<file path="src/rtl/sortmax_key_pkg.sv">
// Shared types and defaults for the sortmax key loader: FSM encoding,
// registered control-output bundle and the saturating retry increment.
package sortmax_key_pkg;

  localparam int KEY_W_DEF     = 8;
  localparam int MAX_RETRY_DEF = 3;
  localparam int X_W_DEF       = 5;
  localparam int FCNT_W        = 2;

  typedef enum logic [2:0] {
    ST_IDLE  = 3'd0,
    ST_SHIFT = 3'd1,
    ST_CHECK = 3'd2,
    ST_ARMED = 3'd3,
    ST_FAIL  = 3'd4
  } state_t;

  typedef struct packed {
    logic              key_ok;
    logic              key_err;
    logic              fsm_rst;
    logic [FCNT_W-1:0] fail_cnt;
  } ctl_t;

  localparam ctl_t CTL_RST = '{key_ok: 1'b0, key_err: 1'b0, fsm_rst: 1'b1,
                               fail_cnt: '0};

  // Retry count never wraps; it parks at the limit.
  function automatic logic [FCNT_W-1:0] sat_inc(input logic [FCNT_W-1:0] v,
                                                input int lim);
    return (int'(v) >= lim) ? v : v + 1'b1;
  endfunction

endpackage

</file>
<file path="src/rtl/sortmax_key_shreg.sv">
// Serial key capture: (KEY_W+1)-bit LSB-first shift register, bit counter,
// running parity and a flag marking the parity-bit slot.
module sortmax_key_shreg
  import sortmax_key_pkg::*;
#(
  parameter int KEY_W = KEY_W_DEF
) (
  input  logic             clk,
  input  logic             rst,
  input  logic             clr,
  input  logic             shift_en,
  input  logic             bit_in,
  output logic [KEY_W-1:0] key,
  output logic             par,
  output logic             last
);

  localparam int CW = $clog2(KEY_W + 1);

  logic [KEY_W:0] sreg;
  logic [CW-1:0]  cnt;

  always_ff @(posedge clk) begin
    if (rst || clr) begin
      sreg <= '0;
      cnt  <= '0;
      par  <= 1'b0;
    end else if (shift_en) begin
      sreg <= {bit_in, sreg[KEY_W:1]};
      cnt  <= cnt + 1'b1;
      par  <= par ^ bit_in;
    end
  end

  assign key  = sreg[KEY_W-1:0];
  // High while the next accepted bit is the trailing parity bit.
  assign last = (cnt == CW'(KEY_W));

endmodule

</file>
<file path="src/rtl/sortmax_key_loader.sv">
// Key loader ahead of the sortmax FSM: serial key intake with even-parity
// check, retry budget, FSM reset release and registered condition inputs.
module sortmax_key_loader
  import sortmax_key_pkg::*;
#(
  parameter int KEY_W     = KEY_W_DEF,
  parameter int MAX_RETRY = MAX_RETRY_DEF,
  parameter int X_W       = X_W_DEF
) (
  input  logic              clk,
  input  logic              rst,
  input  logic              load_req,
  input  logic              kin_valid,
  input  logic              kin_bit,
  output logic              kin_ready,
  input  logic [X_W-1:0]    x_in,
  output logic [X_W-1:0]    x_out,
  output logic [KEY_W-1:0]  key_out,
  output logic              key_ok,
  output logic              key_err,
  output logic              fsm_rst,
  output logic [FCNT_W-1:0] fail_cnt
);

  state_t            state, state_n;
  ctl_t              ctl, ctl_n;
  logic [KEY_W-1:0]  key_q, key_n;
  logic [KEY_W-1:0]  sh_key;
  logic              sh_par, sh_last;
  logic              clr, accept;
  logic [FCNT_W-1:0] fail_inc;

  assign kin_ready = (state == ST_SHIFT);
  assign accept    = kin_valid & kin_ready;

  sortmax_key_shreg #(.KEY_W(KEY_W)) u_shreg (
    .clk      (clk),
    .rst      (rst),
    .clr      (clr),
    .shift_en (accept),
    .bit_in   (kin_bit),
    .key      (sh_key),
    .par      (sh_par),
    .last     (sh_last)
  );

  always_comb begin
    state_n  = state;
    ctl_n    = ctl;
    key_n    = key_q;
    clr      = 1'b0;
    fail_inc = sat_inc(ctl.fail_cnt, MAX_RETRY);
    case (state)
      ST_IDLE: begin
        if (load_req) begin
          state_n = ST_SHIFT;
          clr     = 1'b1;
        end
      end
      ST_SHIFT: begin
        if (accept && sh_last) state_n = ST_CHECK;
      end
      ST_CHECK: begin
        if (!sh_par) begin
          key_n          = sh_key;
          ctl_n.key_ok   = 1'b1;
          ctl_n.fsm_rst  = 1'b0;
          ctl_n.fail_cnt = '0;
          state_n        = ST_ARMED;
        end else begin
          ctl_n.fail_cnt = fail_inc;
          if (fail_inc == FCNT_W'(MAX_RETRY)) begin
            state_n       = ST_FAIL;
            ctl_n.key_err = 1'b1;
            ctl_n.key_ok  = 1'b0;
            ctl_n.fsm_rst = 1'b1;
            key_n         = '0;
          end else begin
            state_n = ST_IDLE;
          end
        end
      end
      ST_ARMED: begin
        // Rekey holds the FSM in reset but keeps the old key visible.
        if (load_req) begin
          state_n       = ST_SHIFT;
          clr           = 1'b1;
          ctl_n.key_ok  = 1'b0;
          ctl_n.fsm_rst = 1'b1;
        end
      end
      ST_FAIL: begin
        ctl_n.key_err = 1'b1;
        ctl_n.key_ok  = 1'b0;
        ctl_n.fsm_rst = 1'b1;
        key_n         = '0;
      end
      default: state_n = ST_IDLE;
    endcase
  end

  always_ff @(posedge clk) begin
    if (rst) begin
      state <= ST_IDLE;
      ctl   <= CTL_RST;
      key_q <= '0;
      x_out <= '0;
    end else begin
      state <= state_n;
      ctl   <= ctl_n;
      key_q <= key_n;
      // Gate on next-cycle reset so the FSM never sees x while held in reset.
      x_out <= ctl_n.fsm_rst ? '0 : x_in;
    end
  end

  assign key_out  = key_q;
  assign key_ok   = ctl.key_ok;
  assign key_err  = ctl.key_err;
  assign fsm_rst  = ctl.fsm_rst;
  assign fail_cnt = ctl.fail_cnt;

endmodule

</file>
<file path="config.mk">
export PLATFORM = sky130hd
export DESIGN_NAME = sortmax_key_loader
export DESIGN_NICKNAME = d
export VERILOG_FILES = /design/src/rtl/sortmax_key_pkg.sv /design/src/rtl/sortmax_key_shreg.sv /design/src/rtl/sortmax_key_loader.sv
export SDC_FILE = /design/constraint.sdc
export NUM_CORES = 1
export LEC_CHECK = 0
export CAP_MARGIN = 20
export CORE_MARGIN = 4
export CORE_UTILIZATION = 54
export DETAILED_ROUTE_END_ITERATION = 10
export PLACE_DENSITY = 0.83
export SLEW_MARGIN = 20
export SYNTH_ARGS = -nofsm -noshare
export SYNTH_HDL_FRONTEND = slang
export SYNTH_SLANG_ARGS = --single-unit
</file>
<file path="constraint.sdc">
create_clock -name clk -period 2.1 [get_ports clk]
set_input_delay 0.525 -clock clk [delete_from_list [all_inputs] [get_ports clk]]
set_output_delay 0.525 -clock clk [all_outputs]
set_load 0.005 [all_outputs]
</file>
Fig. 1: run 1, congestion heat map
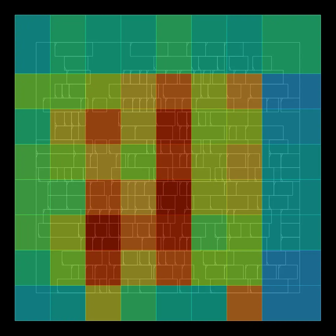
post-layout util: 72.4%
Most Crowded Layer GR: met2

Fig. 2: run 1, a small window of the routed layout
Region (15, 27) to (45, 57) um. Cells in gray, sequential cells in the stronger gray; small squares are vias.
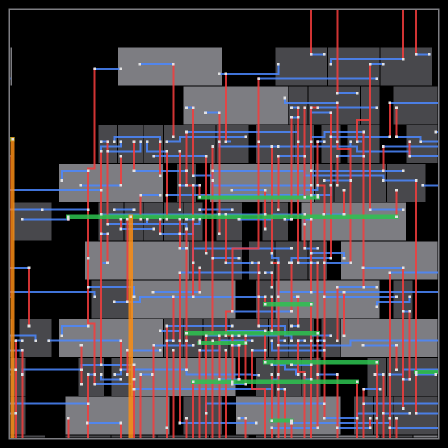
Key: M1 = blue; M4 = orange; M3 = green; M2 = red
Netlist names of flops here include u_shreg.sreg (8), key_out (5). 70 logic cells have their middle in the window. Most frequent: nand2_1 (23), dfxtp_1 (14), a21oi_1 (8). Sequential cells in the window: 14.

==> Slide: Implementation Results, run 1 <==
Physical Implementation Snapshot

Detailed routing
  • Final ANT Viol Nets: 0
  • # DRC: 0
  • Vias/cell: 5.29
  • Initial DRC count: 41
  • Via Count: 1191
  • Total Wirelength: 2.98 mm
  • WL per Instance: 13.3 um

Logic synthesis
  • Yosys adder share: 1.73%
  • Synth unique cells: 33
  • Post-synth top area share: 48.4%
  • Yosys top cell by instances: dfxtp_1
  • Register share after synthesis: 48.4%
  • Ys cells: 159
  • Yosys Chip Area: 0.00145 mm^2
  • Number of enable flip-flop cells: 0
  • Seq cells post-synth: 35
  • Synth area leader: dfxtp_1
  • YS warnings: 0
  • Gate Count Post-Synth: 159
  • Mux share: 5.54%
  • Ys async rst share: 0%
  • Ys flop type: dfxtp_1
  • Post-synth top cells: dfxtp_1, nand2_1, a21oi_1
  • Synth Cell Area: 0.00145 mm^2
  • Post-Syn Nets: 171
  • Top logic family: simple AND/OR/NAND/NOR gates
  • Basic Gates by Area: 26.0%
  • Cell area leaders: dfxtp_1, nand2_1, mux2i_1, nand2b_1, a21oi_1

Clocking
  • H-tree Lvls: 2
  • CTS Hold Bufs: 0
  • TritonCTS Sinks: 35
  • Cts repair resizes: 0
  • CTS Root Cell: clkbuf_4
  • Clk slew on worst S/H paths: 0.10 ns
  • Max Buffers Root-to-Sink: 2
  • Worst skew pair latency: 0.33 ns
  • CTS tree: done

Worst setup path
  • Crit Path Category: flip-flop to output port
  • CP Launch Type: flip-flop
  • WP data required: 1.57 ns
  • Critical R2R Launch: state[1]
  • Arrival @ worst endpoint: 1.46 ns
  • Worst-path maximum fanout: 12
  • Max incr delay on CP: 0.53 ns
  • Internal reg-to-reg setup slack: 0.57 ns
  • Setup crit end: kin_ready
  • CP endpoint kind: output port
  • Crit path from: state[1]

Place
  • Area post-placement: 0.00177 mm^2
  • GP Congestion: 0.861

Die
  • Io pins: 29
  • Die X: 59.8 um
  • Cell Rows: 18
  • DIE AREA: 0.00357 mm^2
  • Initial Util: 57.3%
  • Core box area: 0.00252 mm^2
  • Die height: 59.8 um

STA
  • Final Skew: 0.00819 ns
  • Worst Max-Slew Pin Slew: 0.404 ns
  • Final setup vio count: 0
  • Minimum clock period after layout: 1.98 ns
  • Fmax: 0.505 GHz
  • Slew HR: 73.0%
  • Final hold violation count: 0
  • Pins Over Slew Limit: 0
  • Final TNS setup: 0 ns

Layout
  • Layout overhead on the synthesized area: 26.3%
  • Layout Cells excl Fill: 225
  • Dominant logic cell types in the final layout: dfxtp_1, nand2_1, clkdlybuf4s50_1, a21oi_1, nand2b_1
  • Finished layout cell area: 0.00183 mm^2
  • Antenna Cells: 0

Global routing
  • Vias in the first global route: 1163
  • Total gr overflow: 0
  • GRT Util Overall: 19.5%
  • Largest net degree at the start of global routing: 15
  • First-pass GRT wire length: 5.13 mm

Power and ir drop
  • Leakage: 0.000616 uW
  • P per Cell Area: 594 mW/mm^2
  • Peak VDD IR: 0.521 mV

Worst hold path
  • Worst hold start: u_shreg.sreg[8]
  • Worst Hold Class: flip-flop to flip-flop

Job
  • Max_cap viols: 0
  • Count of tool warnings: 27

Status
  • Status: finished, final reports clean
Fig. 3: run 1, gate families picked out
(8 px per um)
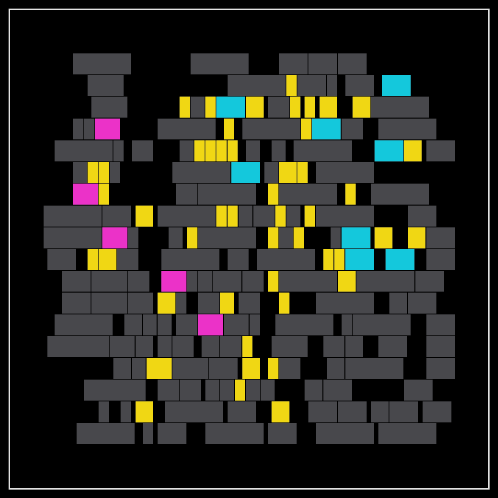
Key: xor and xnor cells = magenta [cells 5, where middle left]; mux cells = cyan [cells 8]; nand cells = yellow [cells 48]
most frequent logic cell in the layout: dfxtp_1
Comb area share: 37.5%

## run 1: through the flow
step | total power (uW) | hold slack (ns) | setup slack, ns | util [%]
6_report | 1090 | 0.463 | 0.119 | 72.4
5_1_grt | 1150 | 0.483 | 0.0191 | 72.4
4_1_cts | 1100 | 0.463 | 0.0433 | 72.3
3_5_place_dp | 760 | 0.447 | 0.164 | 70.0
3_3_place_gp | 757 | 0.438 | 0.250 | 70.0
2_1_floorplan | 726 | 0.432 | 0.772 | -
## run 1: layer usage
metal | routed length [um] | part of all wire, % | vias up | GRT usage [%]
li1 | - | - | 603 | -
met1 | 1220 | 41 | 531 | 22.6
met2 | 1470 | 49 | 51 | 30.6
met3 | 234 | 7.8 | 6 | 7.56
met4 | 57 | 1.9 | 0 | 11.1
met5 | 0 | 0 | - | 0
## run 1: registers in the layout (all words and copies together), names as in the netlist
| name | count |
|---|---|
| fail_cnt | 2 |
| x_out | 5 |
| key_err | 1 |
| u_shreg.cnt | 4 |
| u_shreg.sreg | 9 |
| state | 3 |
| fsm_rst | 1 |
| key_ok | 1 |
| key_out | 8 |
| u_shreg.par | 1 |
## run 1: where the power goes
| group | total, uW | leakage (uW) | internal (uW) | switching [uW] |
|---|---|---|---|---|
| combinational | 76.5 | 0.000303 | 39.1 | 37.4 |
| sequential | 670 | 0.000283 | 667 | 3.37 |
| clock | 338 | 0.0000293 | 130 | 208 |
## run 1: layout make-up
cell class | count | area (um^2)
clock buffer | 7 | 45.0
clock inverter | 1 | 5.00
fill | 190 | 696
inverter | 5 | 18.8
multi-input combinational | 112 | 684
sequential | 35 | 703
tap | 30 | 37.5
timing repair buffer | 35 | 333
## run 1: critical path, delay by kind of cell, from the launching register on
family / cells / cell delay (ns)
buffers and inverters: 1 / 0.53
and+or+nand+nor: 1 / 0.20
DFF: 1 / 0.39
--- run 2 (diff from run 1) ---
- CORE_UTILIZATION: 54 -> 56
- CTS_BUF_LIST: default -> sky130_fd_sc_hd__clkbuf_8
- PLACE_DENSITY: 0.83 -> 0.86
Fig. 4: run 2, M1 wires
(6 px per um) Supply wires on this layer in gray.
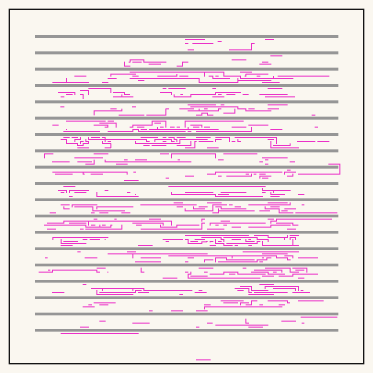
185 nets have wire on it. The layer holds 42% of the routed length.
grt met1 use: 21.3%
Via Count: 1185
Total Wirelength: 2.94 mm

Fig. 5: run 2, congestion heat map
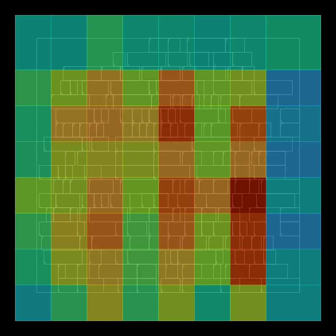
WL per Instance: 13.1 um
GRT Util Overall: 19.0%
GR Util met3: 4.82%
post-layout util: 74.8%

==> Slide: Implementation Results, run 2 <==
Physical Implementation Snapshot

Logic synthesis
  • Yosys Chip Area: 0.00145 mm^2 (unchanged)
  • Number of enable flip-flop cells: 0 (unchanged)
  • Post-synth top area share: 48.4% (unchanged)
  • Seq cells post-synth: 35 (unchanged)
  • Synth area leader: dfxtp_1
  • Cell area leaders: dfxtp_1, nand2_1, mux2i_1, nand2b_1, a21oi_1
  • Synth Cell Area: 0.00145 mm^2 (unchanged)
  • Post-synth top cells: dfxtp_1, nand2_1, a21oi_1
  • Top logic family: simple AND/OR/NAND/NOR gates
  • Yosys top cell by instances: dfxtp_1
  • Gate Count Post-Synth: 159 (unchanged)
  • Post-Syn Nets: 171 (unchanged)
  • Ys flop type: dfxtp_1
  • YS warnings: 0 (unchanged)
  • Register share after synthesis: 48.4% (unchanged)
  • Ys async rst share: 0% (unchanged)
  • Mux share: 5.54% (unchanged)
  • Synth unique cells: 33 (unchanged)
  • Basic Gates by Area: 26.0% (unchanged)
  • Ys cells: 159 (unchanged)

Clocking
  • CTS Root Cell: clkbuf_8
  • Total setup buffers inserted after CTS: 0
  • H-tree Lvls: 2 (unchanged)
  • Clk slew on worst S/H paths: 0.07 ns (-0.03 ns)
  • CTS tree: done
  • TritonCTS Sinks: 35 (unchanged)
  • Cts repair resizes: 0 (unchanged)
  • CTS buffer count: 5
  • Worst skew pair latency: 0.28 ns (-0.05 ns)
  • CTS Hold Bufs: 0 (unchanged)

Power and ir drop
  • Leakage: 0.000631 uW (+2.5%)
  • Peak VDD IR: 0.567 mV (+8.7%)
  • P per Cell Area: 640 mW/mm^2 (+7.8%)

Layout
  • Layout overhead on the synthesized area: 28.2%
  • Finished layout cell area: 0.00185 mm^2 (+1.5%)
  • Antenna Cells: 0 (unchanged)
  • # fillers: 175 (-7.9%)
  • Most frequent logic cell in the layout: dfxtp_1
  • Share of layout cells above drive strength 1: 9.79%
  • Max reg flops: 9 (unchanged)
  • Dominant logic cell types in the final layout: dfxtp_1, nand2_1, clkdlybuf4s50_1, a21oi_1, nand2b_1
  • Flop area: 701 um^2 (-0.36%)
  • Top reg by flops: u_shreg.sreg

Global routing
  • Vias in the first global route: 1171 (+0.69%)
  • First-pass GRT wire length: 4.93 mm (-3.8%)
  • Largest net degree at the start of global routing: 15 (unchanged)
  • Met2 Track Usage GR: 32.0% (+1.5 points)
  • Most Crowded Layer GR: met2
  • Total gr overflow: 0 (unchanged)

STA
  • Final setup vio count: 0 (unchanged)
  • Fmax: 0.491 GHz (-2.6%)
  • Final Skew: 0.00417 ns (-0.00402 ns)
  • Final TNS setup: 0 ns (unchanged)
  • Minimum clock period after layout: 2.03 ns (+0.0534 ns)
  • Pins Over Slew Limit: 0 (unchanged)
  • Slew HR: 72.7% (-0.25 points)
  • Ratio of final minimum period to clock period: 96.9%
  • Worst Max-Slew Pin Slew: 0.399 ns (-0.00566 ns)
  • Final hold violation count: 0 (unchanged)

Place
  • GP Congestion: 0.789 (-8.3%)
  • Area post-placement: 0.00177 mm^2 (unchanged)
  • Hpwl dp: 2.25 mm
  • Port Buffers: 28

Die
  • Die height: 58.8 um (-1.6%)
  • Cell Rows: 18 (unchanged)
  • Die X: 58.8 um (-1.6%)
  • Io pins: 29 (unchanged)
  • Core box area: 0.00248 mm^2 (-1.8%)
  • DIE AREA: 0.00346 mm^2 (-3.1%)
  • Initial Util: 58.4% (+1.0 points)

Job
  • Count of tool warnings: 27 (unchanged)
  • Max_cap viols: 0 (unchanged)

Detailed routing
  • # DRC: 0 (unchanged)
  • Initial DRC count: 40 (-2.4%)
  • Vias/cell: 5.29 (about the same)
  • Final ANT Viol Nets: 0 (unchanged)

Worst setup path
  • WP data required: 1.57 ns (about the same)
  • Crit Path Category: flip-flop to output port
  • CP endpoint kind: output port
  • Worst-path maximum fanout: 9 (-3)
  • Arrival @ worst endpoint: 1.51 ns (+0.05 ns)

Status
  • Status: finished, final reports clean

Worst hold path
  • Worst Hold Class: flip-flop to flip-flop
-- run 2: cell counts after synthesis --
No cell type changed its count.
-- run 2: layout make-up --
class                           instances  area share [%]
Clock buffer                            5            3.71
Clock inverter                          3           0.675
Inverter                                5            1.01
Multi-Input combinational cell        112            37.2
Sequential cell                        35            37.8
Tap cell                               30            2.02
Timing Repair Buffer                   34            17.5
-- run 2: where the power goes --
group	switching [uW]	total (uW)	leakage [uW]	internal, uW
sequential	3.81	671	0.000282	667
combinational	36.6	74.0	0.000299	37.4
clock	220	442	0.0000505	222
-- run 2: through the flow --
| stage | hold slack, ns | cells | total power (uW) | utilization [%] | worst slack [ns] |
|---|---|---|---|---|---|
| 2_1_floorplan | 0.432 | 159 | 726 | - | 0.772 |
| 3_3_place_gp | 0.443 | 216 | 755 | 71.3 | 0.252 |
| 3_5_place_dp | 0.459 | 216 | 758 | 71.3 | 0.193 |
| 4_1_cts | 0.468 | 224 | 1200 | 74.6 | 0.0228 |
| 5_1_grt | 0.486 | 224 | 1240 | 74.8 | 0.0135 |
| 6_report | 0.466 | 224 | 1190 | 74.8 | 0.0652 |
-- run 2: final timing paths --
path         slack [ns]            start  cells after the start              end
min reg2reg        0.47  u_shreg.sreg[2]                      2  u_shreg.sreg[1]
max reg2reg        0.48         state[1]                      6       key_out[5]
max                0.07         state[2]                      2        kin_ready
min                0.47  u_shreg.sreg[2]                      2  u_shreg.sreg[1]
-- run 2: routing by layer --
layer / up-vias / share of wire [%]
met5: - / 0
met4: 0 / 1.7
met3: 5 / 5.0
met2: 27 / 51
met1: 557 / 42
li1: 596 / -
-- run 2: worst max-delay path: stages, from the launching register on --
cell             delay [ns]
dfxtp_1                0.42
nor3b_4                0.26
clkdlybuf4s50_1        0.55
--- run 3 (diff from run 2) ---
- GPL_TIMING_DRIVEN: default -> 0
==> Slide: Implementation Results, run 3 <==
Physical Implementation Snapshot

Worst hold path
  • Worst hold start: u_shreg.sreg[8]
  • Worst Hold Path EP: u_shreg.sreg[8]
  • Worst Hold Class: flip-flop to flip-flop

Detailed routing
  • Vias/cell: 5.31 (+0.45%)
  • Via Count: 1185 (unchanged)
  • # DRC: 0 (unchanged)

Clocking
  • H-tree Lvls: 2 (unchanged)
  • CTS Hold Bufs: 0 (unchanged)
  • Total setup buffers inserted after CTS: 0 (unchanged)
  • CTS Root Cell: clkbuf_8
  • CTS tree: done

Power and ir drop
  • Peak VDD IR: 0.670 mV (+18%)
  • Sequential power share: 55.1% (-1.4 points)
  • NetSw: 262 uW (+0.55%)
  • Leakage: 0.000623 uW (-1.4%)
  • Internal power: 958 uW (+3.4%)

Layout
  • Finished layout cell area: 0.00185 mm^2 (-0.34%)
  • Layout Cells excl Fill: 223 (-0.45%)
  • Dominant logic cell types in the final layout: dfxtp_1, nand2_1, clkdlybuf4s50_1, a21oi_1, nand2b_1
  • Layout overhead on the synthesized area: 27.8%

Die
  • DIE AREA: 0.00346 mm^2 (unchanged)
  • Cell Rows: 18 (unchanged)
  • Initial Util: 58.4% (unchanged)
  • Die height: 58.8 um (unchanged)
  • Io pins: 29 (unchanged)
  • Die X: 58.8 um (unchanged)
  • Core box area: 0.00248 mm^2 (unchanged)

Worst setup path
  • Buffers & Inverters on Critical Path: 2 (+1)
  • CP Depth: 3 (+1)
  • CP cell instances: buf_4, nor3b_4, dlygate4sd2_1
  • Crit Path Category: flip-flop to output port
  • Worst r2r dst: key_out[4]
  • Critical R2R Launch: state[2]
  • Setup crit end: kin_ready
  • Max incr delay on CP: 0.38 ns (-0.17 ns)
  • Reg2Reg Depth: 5 (-1)
  • CP delay by family, top: buffers and inverters

Global routing
  • Total gr overflow: 0 (unchanged)
  • First-pass GRT wire length: 5.23 mm (+6.0%)
  • Largest net degree at the start of global routing: 11 (-4)

STA
  • Final TNS setup: 0 ns (unchanged)
  • Fmax: 0.535 GHz (+8.9%)
  • Hold WS: 0.466 ns (-0.000438 ns)
  • Minimum clock period after layout: 1.87 ns (-0.166 ns)
  • Final Skew: 0.00425 ns (+0.0000793 ns)
  • Ratio of final minimum period to clock period: 89.0% (-7.9 points)
  • Slew HR: 67.9% (-4.8 points)
  • Worst Max-Slew Pin Slew: 0.479 ns (+0.0802 ns)

Logic synthesis
  • Cell area leaders: dfxtp_1, nand2_1, mux2i_1, nand2b_1, a21oi_1
  • Post-synth top cells: dfxtp_1, nand2_1, a21oi_1
  • Post-Syn Nets: 171 (unchanged)
  • Number of enable flip-flop cells: 0 (unchanged)
  • Ys cells: 159 (unchanged)
  • Seq cells post-synth: 35 (unchanged)
  • Gate Count Post-Synth: 159 (unchanged)
  • Ys flop type: dfxtp_1
  • Yosys Chip Area: 0.00145 mm^2 (unchanged)
  • Post-synth top area share: 48.4% (unchanged)
  • Synth unique cells: 33 (unchanged)
  • Yosys top cell by instances: dfxtp_1
  • YS warnings: 0 (unchanged)
  • Synth Cell Area: 0.00145 mm^2 (unchanged)
  • Register share after synthesis: 48.4% (unchanged)

Place
  • Port Buffers: 27 (-3.6%)
  • GP Congestion: 0.826 (+4.7%)

Job
  • Max_cap viols: 0 (unchanged)
  • Count of tool warnings: 27 (unchanged)

Status
  • Status: finished, final reports clean
## run 3: cell counts after synthesis
No cell type changed its count.
## run 3: layout make-up
cell class              instances  area (um^2)
well taps                      30         37.5
flip-flops and latches         35          702
clock inverters                 1         5.00
fillers                       187          629
inverters                       5         18.8
repair buffers                 27          269
multi-input cells             112          691
clock buffers                   6         82.6
plain buffers                   7         42.5
## run 3: per-layer routing
layer | up-vias | track usage, % | share of wire (%)
li1 | 600 | - | -
met1 | 559 | 23.4 | 42
met2 | 19 | 33.0 | 51
met3 | 7 | 7.46 | 4.3
met4 | 0 | 8.74 | 2.0
met5 | - | 0 | 0
## run 3: timing repair
| item | 4_1_cts | 5_1_grt |
|---|---|---|
| endpoints found under the hold margin | 0 | 0 |
| gates resized | 3 | 0 |
| endpoints found under the setup margin | 1 | 0 |
## run 3: cell families (layout without fill, tap and decap cells)
group | count (synthesis) | in the layout | synth area share (%)
fa+ha+maj | 2 | 2 | 1.73
xor+xnor | 5 | 5 | 3.03
buf+inv | 12 | 46 | 4.24
simple gates | 71 | 71 | 26.0
flops | 35 | 35 | 48.4
compound gates | 26 | 26 | 11.0
mux | 8 | 8 | 5.54
## run 3: power groups by stage
| stage | Combinational [uW] | Clock, uW | Sequential [uW] |
|---|---|---|---|
| floorplan | 39.7 | 0 | 686 |
| global placement | 65.7 | 0 | 687 |
| detailed placement | 67.7 | 0 | 687 |
| CTS | 68.4 | 496 | 673 |
| global route | 75.6 | 530 | 673 |
| finish | 68.5 | 479 | 673 |
## run 3: stage by stage
stage	total power, uW	setup WS [ns]
2_1_floorplan	726	0.772
3_3_place_gp	753	0.164
5_1_grt	1280	0.132
6_report	1220	0.232
4_1_cts	1240	0.216
3_5_place_dp	755	0.150
Fig. 6: run 3, M1 wires
(6 px per um) Supply wires on this layer in gray.
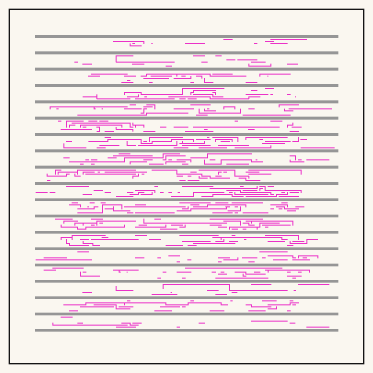
grt met1 use: 23.4%
Total Wirelength: 3.01 mm

Fig. 7: run 3, congestion heat map
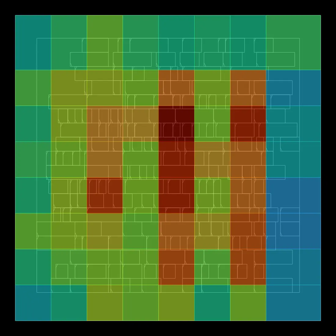
met2 Track Usage GR: 33.0%
GRT Util Overall: 20.1%
WL per Instance: 13.5 um

No activity file was given, so power comes from the tool's default toggle rates.
